## src/rtl/rv32i_encoder_pkg.sv

```systemverilog
// Shared definitions for the RV32I encoder: func codes, opcodes and the
// per-func format lookup used by the packer.
package rv32i_encoder_pkg;

    localparam logic [5:0]
        F_NOP  = 6'd0,  F_LUI  = 6'd1,  F_AUIPC = 6'd2,  F_JAL  = 6'd3,
        F_JALR = 6'd4,  F_BEQ  = 6'd5,  F_BNE   = 6'd6,  F_BLT  = 6'd7,
        F_BGE  = 6'd8,  F_BLTU = 6'd9,  F_BGEU  = 6'd10, F_LB   = 6'd11,
        F_LH   = 6'd12, F_LW   = 6'd13, F_LBU   = 6'd14, F_LHU  = 6'd15,
        F_SB   = 6'd16, F_SH   = 6'd17, F_SW    = 6'd18, F_ADDI = 6'd19,
        F_SLTI = 6'd20, F_SLTIU = 6'd21, F_XORI = 6'd22, F_ORI  = 6'd23,
        F_ANDI = 6'd24, F_SLLI = 6'd25, F_SRLI  = 6'd26, F_SRAI = 6'd27,
        F_ADD  = 6'd28, F_SUB  = 6'd29, F_SLL   = 6'd30, F_SLT  = 6'd31,
        F_SLTU = 6'd32, F_XOR  = 6'd33, F_SRL   = 6'd34, F_SRA  = 6'd35,
        F_OR   = 6'd36, F_AND  = 6'd37, F_LI    = 6'd38, F_BAD  = 6'd63;

    localparam logic [6:0]
        OP_LUI = 7'h37, OP_AUIPC = 7'h17, OP_JAL = 7'h6F, OP_JALR = 7'h67,
        OP_BRANCH = 7'h63, OP_LOAD = 7'h03, OP_STORE = 7'h23,
        OP_IMM = 7'h13, OP_REG = 7'h33;

    localparam logic [6:0] F7_BASE = 7'h00, F7_ALT = 7'h20;
    localparam logic [31:0] NOP_WORD = 32'h0000_0013;

    typedef enum logic [1:0] {ST_EMPTY, ST_SINGLE, ST_PAIR_HI} state_e;

    typedef enum logic [3:0] {
        FMT_BAD, FMT_NOP, FMT_U, FMT_J, FMT_B, FMT_I, FMT_S, FMT_SH, FMT_R, FMT_LI
    } fmt_e;

    typedef struct packed {
        fmt_e       fmt;
        logic [6:0] opc;
        logic [2:0] f3;
        logic [6:0] f7;
    } enc_t;

    // True when v is representable as an n-bit two's-complement value.
    function automatic logic sfits(input logic [31:0] v, input int n);
        logic [31:0] m;
        m = 32'hFFFF_FFFF << (n - 1);
        return ((v & m) == 32'h0) || ((v & m) == m);
    endfunction

    function automatic enc_t enc_lookup(input logic [5:0] func);
        enc_t e;
        e = '{FMT_BAD, 7'h00, 3'd0, F7_BASE};
        case (func)
            F_NOP:   e = '{FMT_NOP, OP_IMM,    3'd0, F7_BASE};
            F_LUI:   e = '{FMT_U,   OP_LUI,    3'd0, F7_BASE};
            F_AUIPC: e = '{FMT_U,   OP_AUIPC,  3'd0, F7_BASE};
            F_JAL:   e = '{FMT_J,   OP_JAL,    3'd0, F7_BASE};
            F_JALR:  e = '{FMT_I,   OP_JALR,   3'd0, F7_BASE};
            F_BEQ:   e = '{FMT_B,   OP_BRANCH, 3'd0, F7_BASE};
            F_BNE:   e = '{FMT_B,   OP_BRANCH, 3'd1, F7_BASE};
            F_BLT:   e = '{FMT_B,   OP_BRANCH, 3'd4, F7_BASE};
            F_BGE:   e = '{FMT_B,   OP_BRANCH, 3'd5, F7_BASE};
            F_BLTU:  e = '{FMT_B,   OP_BRANCH, 3'd6, F7_BASE};
            F_BGEU:  e = '{FMT_B,   OP_BRANCH, 3'd7, F7_BASE};
            F_LB:    e = '{FMT_I,   OP_LOAD,   3'd0, F7_BASE};
            F_LH:    e = '{FMT_I,   OP_LOAD,   3'd1, F7_BASE};
            F_LW:    e = '{FMT_I,   OP_LOAD,   3'd2, F7_BASE};
            F_LBU:   e = '{FMT_I,   OP_LOAD,   3'd4, F7_BASE};
            F_LHU:   e = '{FMT_I,   OP_LOAD,   3'd5, F7_BASE};
            F_SB:    e = '{FMT_S,   OP_STORE,  3'd0, F7_BASE};
            F_SH:    e = '{FMT_S,   OP_STORE,  3'd1, F7_BASE};
            F_SW:    e = '{FMT_S,   OP_STORE,  3'd2, F7_BASE};
            F_ADDI:  e = '{FMT_I,   OP_IMM,    3'd0, F7_BASE};
            F_SLTI:  e = '{FMT_I,   OP_IMM,    3'd2, F7_BASE};
            F_SLTIU: e = '{FMT_I,   OP_IMM,    3'd3, F7_BASE};
            F_XORI:  e = '{FMT_I,   OP_IMM,    3'd4, F7_BASE};
            F_ORI:   e = '{FMT_I,   OP_IMM,    3'd6, F7_BASE};
            F_ANDI:  e = '{FMT_I,   OP_IMM,    3'd7, F7_BASE};
            F_SLLI:  e = '{FMT_SH,  OP_IMM,    3'd1, F7_BASE};
            F_SRLI:  e = '{FMT_SH,  OP_IMM,    3'd5, F7_BASE};
            F_SRAI:  e = '{FMT_SH,  OP_IMM,    3'd5, F7_ALT};
            F_ADD:   e = '{FMT_R,   OP_REG,    3'd0, F7_BASE};
            F_SUB:   e = '{FMT_R,   OP_REG,    3'd0, F7_ALT};
            F_SLL:   e = '{FMT_R,   OP_REG,    3'd1, F7_BASE};
            F_SLT:   e = '{FMT_R,   OP_REG,    3'd2, F7_BASE};
            F_SLTU:  e = '{FMT_R,   OP_REG,    3'd3, F7_BASE};
            F_XOR:   e = '{FMT_R,   OP_REG,    3'd4, F7_BASE};
            F_SRL:   e = '{FMT_R,   OP_REG,    3'd5, F7_BASE};
            F_SRA:   e = '{FMT_R,   OP_REG,    3'd5, F7_ALT};
            F_OR:    e = '{FMT_R,   OP_REG,    3'd6, F7_BASE};
            F_AND:   e = '{FMT_R,   OP_REG,    3'd7, F7_BASE};
            F_LI:    e = '{FMT_LI,  OP_LUI,    3'd0, F7_BASE};
            default: e = '{FMT_BAD, 7'h00,     3'd0, F7_BASE};
        endcase
        return e;
    endfunction

endpackage

```

## src/rtl/rv32i_inst_pack.sv

```systemverilog
// Combinational RV32I field packer: places the decoded operation into its
// instruction format and reports whether the immediate is encodable.
module rv32i_inst_pack
    import rv32i_encoder_pkg::*;
(
    input  logic [5:0]  func,
    input  logic [4:0]  rs1,
    input  logic [4:0]  rs2,
    input  logic [4:0]  rd,
    input  logic [31:0] imm,
    output logic [31:0] inst,
    output logic        imm_ok,
    output logic        is_li_pair,
    output logic [31:0] li_lo
);

    enc_t        e;
    logic [19:0] li_hi;

    assign e = enc_lookup(func);
    // Upper part of imm + 0x800: rounds so the sign-extended ADDI low half adds back exactly.
    assign li_hi = imm[31:12] + {19'd0, imm[11]};

    always_comb begin
        inst       = 32'h0;
        imm_ok     = 1'b0;
        is_li_pair = 1'b0;
        li_lo      = 32'h0;
        case (e.fmt)
            FMT_NOP: begin
                inst   = NOP_WORD;
                imm_ok = 1'b1;
            end
            FMT_U: begin
                inst   = {imm[31:12], rd, e.opc};
                imm_ok = (imm[11:0] == 12'h0);
            end
            FMT_J: begin
                inst   = {imm[20], imm[10:1], imm[11], imm[19:12], rd, e.opc};
                imm_ok = !imm[0] && sfits(imm, 21);
            end
            FMT_B: begin
                inst   = {imm[12], imm[10:5], rs2, rs1, e.f3, imm[4:1], imm[11], e.opc};
                imm_ok = !imm[0] && sfits(imm, 13);
            end
            FMT_I: begin
                inst   = {imm[11:0], rs1, e.f3, rd, e.opc};
                imm_ok = sfits(imm, 12);
            end
            FMT_S: begin
                inst   = {imm[11:5], rs2, rs1, e.f3, imm[4:0], e.opc};
                imm_ok = sfits(imm, 12);
            end
            FMT_SH: begin
                inst   = {e.f7, imm[4:0], rs1, e.f3, rd, e.opc};
                imm_ok = (imm[31:5] == 27'h0);
            end
            FMT_R: begin
                inst   = {e.f7, rs2, rs1, e.f3, rd, e.opc};
                imm_ok = 1'b1;
            end
            FMT_LI: begin
                imm_ok = 1'b1;
                if (sfits(imm, 12)) begin
                    inst = {imm[11:0], 5'd0, 3'd0, rd, OP_IMM};
                end else begin
                    inst       = {li_hi, rd, OP_LUI};
                    li_lo      = {imm[11:0], rd, 3'd0, rd, OP_IMM};
                    is_li_pair = 1'b1;
                end
            end
            default: ;
        endcase
    end

endmodule

```

## src/rtl/rv32i_encoder.sv

```systemverilog
// Streaming RV32I encoder: handshakes decoded operations in, emits packed
// instruction words with a running address, expanding LI into LUI+ADDI.
module rv32i_encoder
    import rv32i_encoder_pkg::*;
#(
    parameter int ADDR_W    = 32,
    parameter int ADDR_STEP = 4
) (
    input  logic              clk,
    input  logic              rst_n,
    input  logic              in_valid,
    output logic              in_ready,
    input  logic [5:0]        in_func,
    input  logic [4:0]        in_rs1,
    input  logic [4:0]        in_rs2,
    input  logic [4:0]        in_rd,
    input  logic [31:0]       in_imm,
    output logic              out_valid,
    input  logic              out_ready,
    output logic [31:0]       out_inst,
    output logic [ADDR_W-1:0] out_addr,
    input  logic              addr_load,
    input  logic [ADDR_W-1:0] addr_base,
    output logic              err,
    output logic [7:0]        err_count
);

    state_e            state_q, state_d;
    logic [31:0]       inst_q, inst_d, lo_q, lo_d;
    logic [ADDR_W-1:0] addr_q, addr_d;
    logic              err_q, err_d, rdy_q;
    logic [7:0]        cnt_q, cnt_d;
    logic [31:0]       pk_inst, pk_lo;
    logic              pk_ok, pk_pair, acc, load_new, out_hs;

    rv32i_inst_pack u_pack (
        .func       (in_func),
        .rs1        (in_rs1),
        .rs2        (in_rs2),
        .rd         (in_rd),
        .imm        (in_imm),
        .inst       (pk_inst),
        .imm_ok     (pk_ok),
        .is_li_pair (pk_pair),
        .li_lo      (pk_lo)
    );

    assign acc      = in_valid && in_ready;
    assign load_new = acc && pk_ok;
    assign out_hs   = out_valid && out_ready;

    always_ff @(posedge clk or negedge rst_n) begin
        if (!rst_n) state_q <= ST_EMPTY;
        else        state_q <= state_d;
    end

    always_comb begin
        state_d = state_q;
        case (state_q)
            ST_EMPTY:   if (load_new) state_d = pk_pair ? ST_PAIR_HI : ST_SINGLE;
            ST_SINGLE: begin
                if (load_new)    state_d = pk_pair ? ST_PAIR_HI : ST_SINGLE;
                else if (out_hs) state_d = ST_EMPTY;
            end
            ST_PAIR_HI: if (out_hs) state_d = ST_SINGLE;
            default:    state_d = ST_EMPTY;
        endcase
    end

    // rdy_q holds off acceptance for the first cycle after reset release.
    always_comb begin
        in_ready  = 1'b0;
        out_valid = 1'b0;
        case (state_q)
            ST_EMPTY:   in_ready = rdy_q;
            ST_SINGLE: begin
                in_ready  = rdy_q && out_ready;
                out_valid = 1'b1;
            end
            ST_PAIR_HI: out_valid = 1'b1;
            default: ;
        endcase
    end

    always_comb begin
        inst_d = inst_q;
        lo_d   = lo_q;
        if (load_new) begin
            inst_d = pk_inst;
            lo_d   = pk_lo;
        end else if (state_q == ST_PAIR_HI && out_hs) begin
            inst_d = lo_q;
        end
        if (addr_load)   addr_d = addr_base;
        else if (out_hs) addr_d = addr_q + ADDR_W'(ADDR_STEP);
        else             addr_d = addr_q;
        err_d = acc && !pk_ok;
        cnt_d = (err_d && cnt_q != 8'hFF) ? cnt_q + 8'd1 : cnt_q;
    end

    always_ff @(posedge clk or negedge rst_n) begin
        if (!rst_n) begin
            inst_q <= 32'h0;
            lo_q   <= 32'h0;
            addr_q <= '0;
            err_q  <= 1'b0;
            cnt_q  <= 8'h0;
            rdy_q  <= 1'b0;
        end else begin
            inst_q <= inst_d;
            lo_q   <= lo_d;
            addr_q <= addr_d;
            err_q  <= err_d;
            cnt_q  <= cnt_d;
            rdy_q  <= 1'b1;
        end
    end

    assign out_inst  = inst_q;
    assign out_addr  = addr_q;
    assign err       = err_q;
    assign err_count = cnt_q;

endmodule

```

## config.mk

```make
export PLATFORM = sky130hd
export DESIGN_NAME = rv32i_encoder
export DESIGN_NICKNAME = d
export VERILOG_FILES = /design/src/rtl/rv32i_encoder_pkg.sv /design/src/rtl/rv32i_inst_pack.sv /design/src/rtl/rv32i_encoder.sv
export SDC_FILE = /design/constraint.sdc
export NUM_CORES = 1
export LEC_CHECK = 0
export CAP_MARGIN = 25
export CORE_MARGIN = 2
export CORE_UTILIZATION = 52
export DETAILED_ROUTE_END_ITERATION = 6
export PLACE_DENSITY = 0.82
export SLEW_MARGIN = 20
export SYNTH_ARGS = -nofsm -noshare
export SYNTH_HDL_FRONTEND = slang
export SYNTH_HIERARCHICAL = 1
export SYNTH_SLANG_ARGS = --single-unit
export TNS_END_PERCENT = 5
```

## constraint.sdc

```tcl
create_clock -name clk -period 2.5 [get_ports clk]
set_input_delay 0.625 -clock clk [delete_from_list [all_inputs] [get_ports clk]]
set_output_delay 0.625 -clock clk [all_outputs]
set_load 0.01 [all_outputs]
```

==> results.py, run 1 <==
# Auto-generated metrics
metrics = {
    "clocking": {
        "postCtsHoldBufs": 0,
        "cts.sinks": 108,
        "htreeDepth": 3,
        "cts_tree": "done",
        "clk_pin_slew_worst_paths_ns": 0.09,
    },
    "timing": {
        "setup_viol": 76,
        "fmax_mhz": 308.4,
        "layout_setup_ws_ns": -0.7424,
        "drv_slew": 0,
        "whs_ns": 0.2489,
        "rsz0062_at_grt": "true",
        "hold_violations": 0,
    },
    "synth": {
        "synth_top_cell_by_area": "dfrtp_1",
        "synthCells": 824,
        "edf_count": 0,
        "top_logic_kind": "simple AND/OR/NAND/NOR gates",
        "yosys-top-cells-count": "dfrtp_1 (108), nand2_1 (95), o21ai_0 (72)",
        "synthTopCellsByArea": "dfrtp_1 (37%), mux2_2 (5.4%), o21ai_0 (4.9%), nand2_1 (4.9%), mux2i_1 (4.6%)",
        "synth-async-reset-ratio": 1.000,
        "yosys_warnings": 6,
        "ys_cells": 824,
        "mux_share": 0.1033,
        "ys_chip_area_sq_mm": 0.007331,
    },
    "global_route": {
        "track_usage": 0.3623,
        "antenna_found_initial": 0,
    },
    "routing": {
        "vias_per_cell": 6.433,
        "vias": 8440,
        "drc_errors": 0,
        "finalWirelength_um": 28480,
        "wl_met1_um": 10820,
        "wl_per_cell_um": 21.71,
        "dr.max_layer_used": "met4",
    },
    "cells_and_area": {
        "fillers": 790,
        "fin_area_sq_mm": 0.01133,
        "layout-drive-gt1-share": 0.2818,
        "layout.nets": 1233,
        "antenna_cells": 0,
    },
    "critical_path": {
        "cp-end-kind": "flop",
        "worstPathRequired_ns": 2.75,
    },
    "floorplanning": {
        "die_y_um": 122.7,
        "dieArea_sq_mm": 0.01506,
        "num_rows": 43,
    },
    "power_and_ir_drop": {
        "p_leak_nw": 5.158,
        "p_sw_mw": 2.377,
        "p_int_mw": 4.525,
        "combPwrFrac": 0.394,
    },
    "run": {
        "drv_cap": 0,
    },
    "outcome": {
        "status": "finished with violations",
        "violations": "negative setup slack",
    },
    "placed_design": {
        "place_area_sq_mm": 0.01025,
    },
}
## run 1: sequential cells by signal, summed over array words and instances, names as in the netlist
signal and cells:
err 1, out_addr 32, err_count 8, rdy_q 1, state_q 2, lo_q 32, out_inst 32
## run 1: stage by stage
| stage | util | setup TNS [ns] | worst slack, ns |
|---|---|---|---|
| 4_1_cts | 0.8035 | -53.74 | -0.8253 |
| 3_3_place_gp | 0.7415 | -94.56 | -1.390 |
| 3_5_place_dp | 0.7415 | -102.09 | -1.495 |
| 5_1_grt | 0.8197 | -54.87 | -0.8293 |
| 2_1_floorplan | - | -45.04 | -0.6992 |
| 6_report | 0.8197 | -48.46 | -0.7424 |
## run 1: worst max-delay path, cell delays in order
cell and delay (ns):
clkbuf_4 0.15, clkinvlp_4 0.12, ha_4 0.25, or2_4 0.26, a21oi_4 0.13, buf_4 0.12
buf_4 0.11, nor3_2 0.04, nor2_1 0.19, nor2_2 0.09, o311ai_4 0.32, nand3_2 0.17
a21oi_4 0.17, buf_12 0.14, buf_6 0.11, buf_12 0.12, mux2_2 0.35
## run 1: per-layer routing
metal | vias to the layer above | GRT usage
met5 | - | 0
met4 | 0 | 0.1451
met3 | 151 | 0.07667
met2 | 627 | 0.5891
met1 | 4017 | 0.4704
li1 | 3645 | -
## run 1: layout make-up
class | count | area, sq um | share of cell area
Clock buffer | 9 | 225.2 | 0.01987
Clock inverter | 7 | 108.9 | 0.009604
Inverter | 24 | 93.84 | 0.008279
Multi-Input combinational cell | 636 | 4651 | 0.4103
Sequential cell | 108 | 2703 | 0.2384
Tap cell | 180 | 225.2 | 0.01987
Timing Repair Buffer | 348 | 3328 | 0.2936
## run 1: power groups by stage
| stage | clock [mW] | sequential [mW] | combinational, mW |
|---|---|---|---|
| finish | 1.63 | 2.55 | 2.72 |
| global placement | 0 | 2.53 | 2.29 |
| floorplan | 0 | 2.60 | 0.906 |
| CTS | 1.62 | 2.53 | 2.54 |
| global route | 1.71 | 2.60 | 2.88 |
| detailed placement | 0 | 2.55 | 2.34 |
## run 1: logic make-up after synthesis
group / count (synthesis)
flops: 108
mux: 70
xor+xnor: 24
other cells: 2
fa+ha+maj: 16
simple gates: 314
buf+inv: 86
compound gates: 204
## run 1: final timing paths
check	to	cells past startpoint	slack (ns)	from
worst max-delay path	lo_q[5]$_DFFE_PN0N_	17	-0.74	in_func[0]
worst min register to register	err_count[7]$_DFFE_PN0P_	1	0.50	err_count[7]$_DFFE_PN0P_
min in group clk	err_count[7]$_DFFE_PN0P_	1	0.50	err_count[7]$_DFFE_PN0P_
max in group asynchronous	lo_q[12]$_DFFE_PN0N_	2	1.62	rst_n
worst min-delay path	out_inst[20]$_DFFE_PN0P_	1	0.25	rst_n
worst max register to register	state_q[0]$_DFFE_PN0P_	10	0.08	state_q[1]$_DFFE_PN0P_
## run 1: repair_timing
| action | 4_1_cts | 5_1_grt |
|---|---|---|
| pin swaps | 15 | 17 |
| setup buffers | 16 | 4 |
| endpoints found under the setup margin | 77 | 77 |
| endpoints found under the hold margin | 0 | 0 |
| gates resized | 92 | 97 |
| cloned | 7 | 0 |
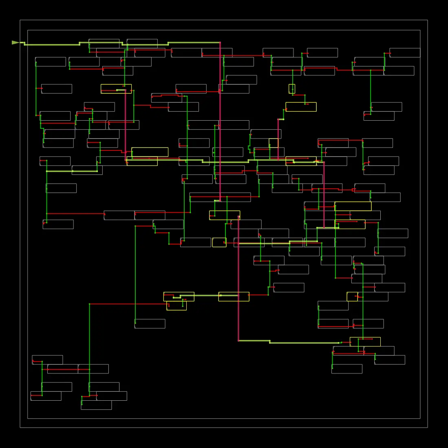
run_1/clocks.png
clock buf count: 9
Num CTS Buffers: 9
seq_cells: 108

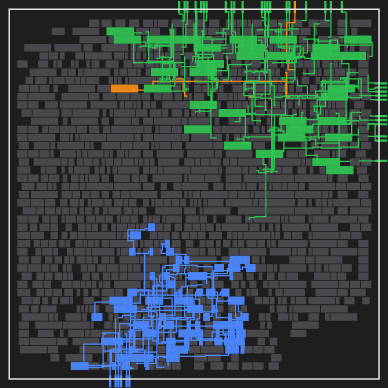
run_1/io_fan.png
Scale: 3 px per um.
port	colour	bits	direction	edge	end cells	wire
in_func	blue	6	input	bottom	77	1270 um
out_valid	orange	1	output	top	1	114 um
out_addr	green	32	output	21 top, 11 right	32	1690 um

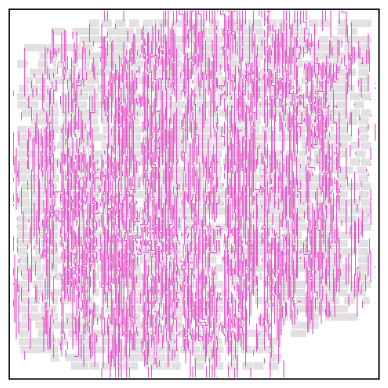
run_1/layer_met2.png
Scale: 3 px per um.
share of all routed wire	46%
longest straight run	40.6 um
wire length on this layer	13200 um
main direction	vertical
nets with wire on the layer	1118

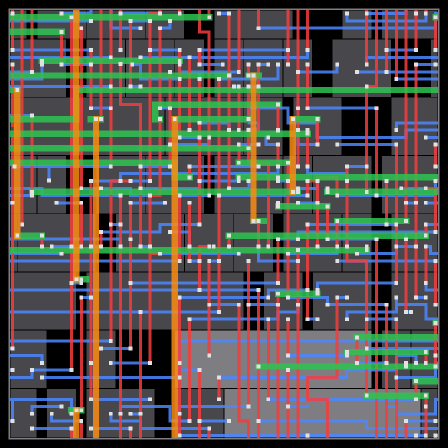
run_1/detail.png
Window x 82 to 102, y 82 to 102 um. Cells in grey, sequential cells in the stronger grey; small squares are vias.
layer	colour
metal 3	green
metal 2	red
metal 4	orange
metal 1	blue
sequential cells in the window	2
netlist names of flops here include	out_addr (2)
most frequent	nand3_1 (5), or4_1 (5), nand2_1 (4)
cells with their middle in the window	43

==> run 2, diff against run 1 <==
--- a/config.mk
+++ b/config.mk
@@ -9,6 +9,7 @@
 export CORE_MARGIN = 2
 export CORE_UTILIZATION = 52
 export DETAILED_ROUTE_END_ITERATION = 6
+export GPL_TIMING_DRIVEN = 0
 export PLACE_DENSITY = 0.82
 export SLEW_MARGIN = 20
 export SYNTH_ARGS = -nofsm -noshare
==> run 2 against run 1 <==
Compared with the run above: the run ends with design-rule violations, negative setup slack left; sequential power about the same; power decreased by 3.2%; sequential share of layout area increased by 1.5 points; global-route usage decreased by 3.0 points; register-to-register slack got worse by 0.15 ns; die area unchanged; worst hold slack got worse by 0.082 ns; maximum frequency increased by 2.9%; final area decreased by 5.8%; clock power decreased by 2%; combinational power decreased by 6%; first-iteration DRC count decreased by 19%; critical endpoint is now lo_q[9]$_DFFE_PN0N_; largest cell class unchanged; highest routed layer unchanged.
==> results.py, run 2 <==
# Auto-generated metrics
metrics = {
    "power_and_ir_drop": {
        "p_int_mw": 4.471,
        "p_sw_mw": 2.210,
    },
    "timing": {
        "drv_slew": 0,
        "layout_setup_ws_ns": -0.6523,
        "rsz0062_at_grt": "true",
        "fmax_mhz": 317.2,
        "setup_viol": 76,
    },
    "clocking": {
        "clk_pin_slew_worst_paths_ns": 0.07,
        "numCtsBuffers": 9,
        "postCtsHoldBufs": 0,
    },
    "critical_path": {
        "slowest_stage": "or4_4",
        "cp_cell_sequence": "dlygate4sd2_1 > nor4_2 > and3_1 > and3_4 > a21oi_2 > or4_4 > o311ai_4 > nand3_2 > a21oi_4 > buf_12 > clkbuf_16 > mux2_4",
        "cp-end-kind": "flop",
    },
    "cells_and_area": {
        "fillers": 933,
        "logic_area_sq_mm": 0.004781,
    },
    "routing": {
        "vias_per_cell": 6.406,
        "drc_errors": 7,
    },
    "synth": {
        "synthCells": 824,
        "ys_chip_area_sq_mm": 0.007331,
        "synth_top_cell_by_area": "dfrtp_1",
        "yosys_warnings": 6,
    },
    "outcome": {
        "status": "finished with violations",
        "violations": "design-rule violations, negative setup slack",
    },
    "global_route": {
        "track_usage": 0.3322,
    },
}
## run 2: cell types whose count changed in the layout (fill, tap and decap cells not counted), moves of 9 or more
| cell | delta |
|---|---|
| buf_12 | -10 |
| buf_2 | +9 |
| buf_4 | -115 |
| clkbuf_1 | +11 |
| clkbuf_16 | +11 |
| clkdlybuf4s50_1 | -9 |
| dlygate4sd2_1 | +9 |
| dlymetal6s2s_1 | -12 |
## run 2: cell type report
cell class | count | area share
Buffer | 59 | 0.05353
Clock buffer | 11 | 0.02272
Clock inverter | 5 | 0.007847
Inverter | 24 | 0.008784
Multi-Input combinational cell | 636 | 0.4475
Sequential cell | 108 | 0.2530
Tap cell | 180 | 0.02108
Timing Repair Buffer | 194 | 0.1855
## run 2: through the flow
stage | std cells | cell area, sq um | TNS (ns) | setup WS (ns) | utilization
floorplan | 830 | 7482 | -45.04 | -0.6992 | -
global placement | 1170 | 9309 | -519.08 | -3.393 | 0.6732
detailed placement | 1171 | 9344 | -156.16 | -2.180 | 0.6758
CTS | 1209 | 10490 | -45.58 | -0.7005 | 0.7586
global route | 1217 | 10680 | -47.05 | -0.6942 | 0.7726
finish | 1217 | 10680 | -42.83 | -0.6523 | 0.7726
## run 2: kinds of logic (layout without fill, tap and decap cells)
| kind of cell | count (synthesis) | in the layout | share of synthesized area |
|---|---|---|---|
| simple gates | 314 | 314 | 0.2246 |
| compound gates | 204 | 204 | 0.1859 |
| flops | 108 | 108 | 0.3687 |
| buf+inv | 86 | 293 | 0.06059 |
| mux | 70 | 70 | 0.1033 |
| xor+xnor | 24 | 24 | 0.02867 |
| fa+ha+maj | 16 | 16 | 0.02731 |
| other cells | 2 | 8 | 0.001024 |
## run 2: power groups by stage
stage               Combinational [mW]  Sequential (mW)  Clock (mW)
finish                            2.57             2.52        1.59
global route                      2.75             2.57        1.69
CTS                               2.46             2.51        1.60
detailed placement                2.19             2.53           0
global placement                  2.15             2.52           0
floorplan                        0.906             2.60           0
## run 2: final timing paths
| path | depth (start not counted) | slack, ns | endpoint | startpoint |
|---|---|---|---|---|
| setup / recovery | 12 | -0.65 | lo_q[9]$_DFFE_PN0N_ | in_imm[22] |
| hold / removal | 1 | 0.17 | lo_q[18]$_DFFE_PN0N_ | rst_n |
| setup reg to reg | 8 | -0.07 | out_inst[6]$_DFFE_PN0P_ | state_q[0]$_DFFE_PN0P_ |
| hold reg to reg | 1 | 0.50 | err_count[4]$_DFFE_PN0P_ | err_count[4]$_DFFE_PN0P_ |
| max in group asynchronous | 2 | 1.67 | out_addr[2]$_DFFE_PN0N_ | rst_n |
| min in group clk | 1 | 0.50 | err_count[4]$_DFFE_PN0P_ | err_count[4]$_DFFE_PN0P_ |
## run 2: per-layer routing
layer / global-route usage / up-vias / routed length, um
li1: - / 3457 / -
met1: 0.4504 / 3681 / 10050
met2: 0.5193 / 566 / 11590
met3: 0.07249 / 92 / 2811
met4: 0.1264 / 0 / 789
met5: 0 / - / 0
## run 2: timing repair
item,4_1_cts,5_1_grt
cloned,7,0
setup buffers,18,8
endpoints found under the hold margin,0,0
endpoints found under the setup margin,77,78
pin swaps,23,20
resized,227,57
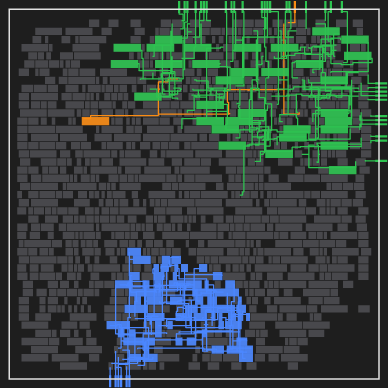
run_2/io_fan.png
Scale: 3 px per um.
port	colour	bits	direction	edge	end cells	wire
out_addr	green	32	output	21 top, 11 right	32	1670 um
in_func	blue	6	input	bottom	77	989 um
out_valid	orange	1	output	top	1	139 um

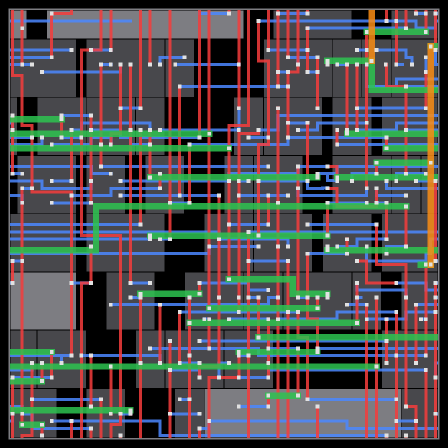
run_2/detail.png
Window x 82 to 102, y 82 to 102 um. Cells in grey, sequential cells in the stronger grey; small squares are vias.
layer	colour
metal 4	orange
metal 1	blue
metal 3	green
metal 2	red
netlist names of flops here include	out_addr (1)
cells with their middle in the window	41
most frequent	nand2_1 (6), or4_1 (6)
sequential cells in the window	1

==> run 3, diff against run 2 <==
--- a/config.mk
+++ b/config.mk
@@ -7,10 +7,10 @@
 export LEC_CHECK = 0
 export CAP_MARGIN = 25
 export CORE_MARGIN = 2
-export CORE_UTILIZATION = 52
+export CORE_UTILIZATION = 55
 export DETAILED_ROUTE_END_ITERATION = 6
 export GPL_TIMING_DRIVEN = 0
-export PLACE_DENSITY = 0.82
+export PLACE_DENSITY = 0.86
 export SLEW_MARGIN = 20
 export SYNTH_ARGS = -nofsm -noshare
 export SYNTH_HDL_FRONTEND = slang
==> constraint.sdc (replaced) <==
create_clock -name clk -period 4.1 [get_ports clk]
set_input_delay 1.025 -clock clk [delete_from_list [all_inputs] [get_ports clk]]
set_output_delay 1.025 -clock clk [all_outputs]
set_load 0.01 [all_outputs]
==> run 3 against run 2 <==
Compared with the run above: non-clock buffer count decreased by 24; combinational power shrank 46%; first-iteration DRC count decreased by 15%; sequential power is 39% lower; core utilization is 3.1 points lower; power decreased by 44%; sequential cell count did not move; largest cell class unchanged; wire length shrank 8.0%; register-to-register slack improved by 1.5 ns; the run now ends clean; clock skew grew 0.0061 ns; count of clock-buffer cells in the layout unchanged.
==> results.py, run 3 <==
# Auto-generated metrics
metrics = {
    "timing": {
        "hold_violations": 0,
        "drv_slew": 0,
        "setup_viol": 0,
    },
    "cells_and_area": {
        "fin_util": 0.7419,
        "layout.nets": 1115,
        "antenna_cells": 0,
        "fin_area_sq_mm": 0.009747,
        "layout-drive-gt1-share": 0.1509,
    },
    "global_route": {
        "antenna_found_initial": 0,
    },
    "synth": {
        "yosys_warnings": 6,
        "synthTopCellsByArea": "dfrtp_1 (37%), mux2_2 (5.4%), o21ai_0 (4.9%), nand2_1 (4.9%), mux2i_1 (4.6%)",
        "synth_top_cell_by_area": "dfrtp_1",
        "synth-async-reset-ratio": 1.000,
        "synthCells": 824,
    },
    "routing": {
        "finalWirelength_um": 23220,
    },
    "power_and_ir_drop": {
        "p_leak_nw": 4.254,
        "p_int_mw": 2.478,
        "combPwrFrac": 0.368,
        "p_sw_mw": 1.266,
    },
    "clocking": {
        "cts.sinks": 108,
        "numCtsBuffers": 9,
        "postCtsHoldBufs": 0,
    },
    "run": {
        "drv_cap": 0,
    },
    "critical_path": {
        "r2r_start": "state_q[0]$_DFFE_PN0P_",
        "r2r_end": "out_inst[7]$_DFFE_PN0P_",
    },
    "outcome": {
        "status": "finished, final reports clean",
    },
}
-- run 3: cell counts after synthesis --
Identical to the previous run, type by type.
-- run 3: through the flow --
step	TNS, ns	setup slack (ns)	hold WS [ns]	std cells
after CTS	0	0.003578	0.5111	1188
final	0	0.08908	0.5101	1190
after detailed placement	-112.14	-1.742	0.4958	1167
after global routing	0	0.007856	0.5172	1190
after floorplan	-1.426	-0.07129	0.4800	830
after global placement	-341.98	-2.114	0.4884	1166
-- run 3: logic make-up (layout without fill, tap and decap cells) --
logic type | Yosys count | after routing | share of synthesized area
AND-OR/OR-AND | 204 | 205 | 0.1859
XOR/XNOR | 24 | 24 | 0.02867
adder cells (fa/ha/maj) | 16 | 16 | 0.02731
buffers and inverters | 86 | 269 | 0.06059
flip-flops | 108 | 108 | 0.3687
multiplexers | 70 | 70 | 0.1033
other | 2 | 8 | 0.001024
AND/OR/NAND/NOR | 314 | 314 | 0.2246
-- run 3: critical path, stage by stage --
cell and delay (ns):
clkdlybuf4s50_1 0.55, nor3_2 0.34, nand3_2 0.20, nor4_2 0.30, a21oi_1 0.09, or4_1 0.47
o311ai_2 0.15, nand3_1 0.13, buf_4 0.17, a21oi_4 0.18, buf_12 0.14, clkbuf_8 0.15
mux2_2 0.34
-- run 3: worst max path at each step --
stage	from	endpoint	slack, ns
after global routing	in_func[2]	lo_q[2]$_DFFE_PN0N_	0.008
after floorplan	in_func[0]	lo_q[0]$_DFFE_PN0N_	-0.07
after detailed placement	in_func[0]	lo_q[7]$_DFFE_PN0N_	-1.74
after CTS	in_func[0]	lo_q[2]$_DFFE_PN0N_	0.004
after global placement	rst_n	out_inst[30]$_DFFE_PN0P_	-2.11
final	in_func[5]	lo_q[2]$_DFFE_PN0N_	0.09
-- run 3: metal layers --
metal | wire length (um) | track usage | share of wire
met1 | 9981 | 0.4787 | 0.43
met2 | 10290 | 0.4832 | 0.44
met3 | 2402 | 0.08190 | 0.10
met4 | 547 | 0.1118 | 0.024
met5 | 0 | 0 | 0
-- run 3: power by group through the flow --
stage / Combinational [mW] / Sequential (mW) / Clock (mW)
global placement: 1.29 / 1.53 / 0
CTS: 1.37 / 1.53 / 0.843
global route: 1.49 / 1.56 / 0.882
floorplan: 0.534 / 1.59 / 0
detailed placement: 1.32 / 1.54 / 0
finish: 1.38 / 1.53 / 0.836
-- run 3: repair_timing --
item / CTS / global route
gates cloned: 3 / 0
pin swaps: 4 / 4
buffers inserted: 4 / 1
endpoints found under the setup margin: 75 / 68
gates resized: 52 / 20
-- run 3: layout make-up --
class	count	area, sq um
well taps	176	220.2
fillers	998	3391
multi-input cells	637	4354
plain buffers	60	395.4
repair buffers	169	1704
inverters	24	90.09
clock inverters	5	37.54
clock buffers	11	242.7
flip-flops and latches	108	2703
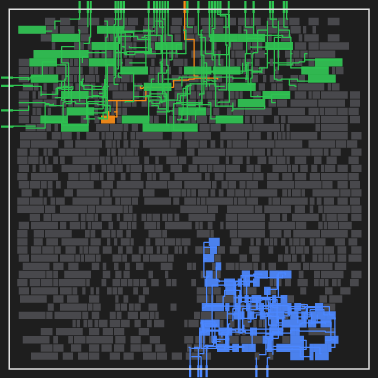
run_3/io_fan.png
Scale: 3 px per um.
port	colour	bits	direction	edge	end cells	wire
out_valid	orange	1	output	top	1	89.3 um
in_func	blue	6	input	bottom	77	874 um
out_addr	green	32	output	28 top, 4 left	32	1650 um

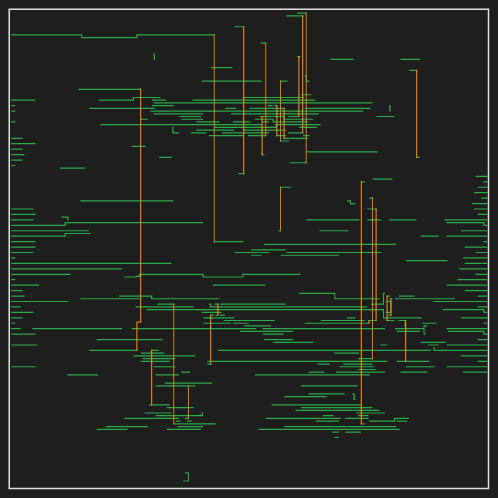
run_3/wires.png
Scale: 4 px per um. Two of the layers only.
layer	colour	wire length
metal 4	orange	548 um
metal 3	green	2400 um

Power figures rest on the tool's default switching activity, not on a simulated workload.
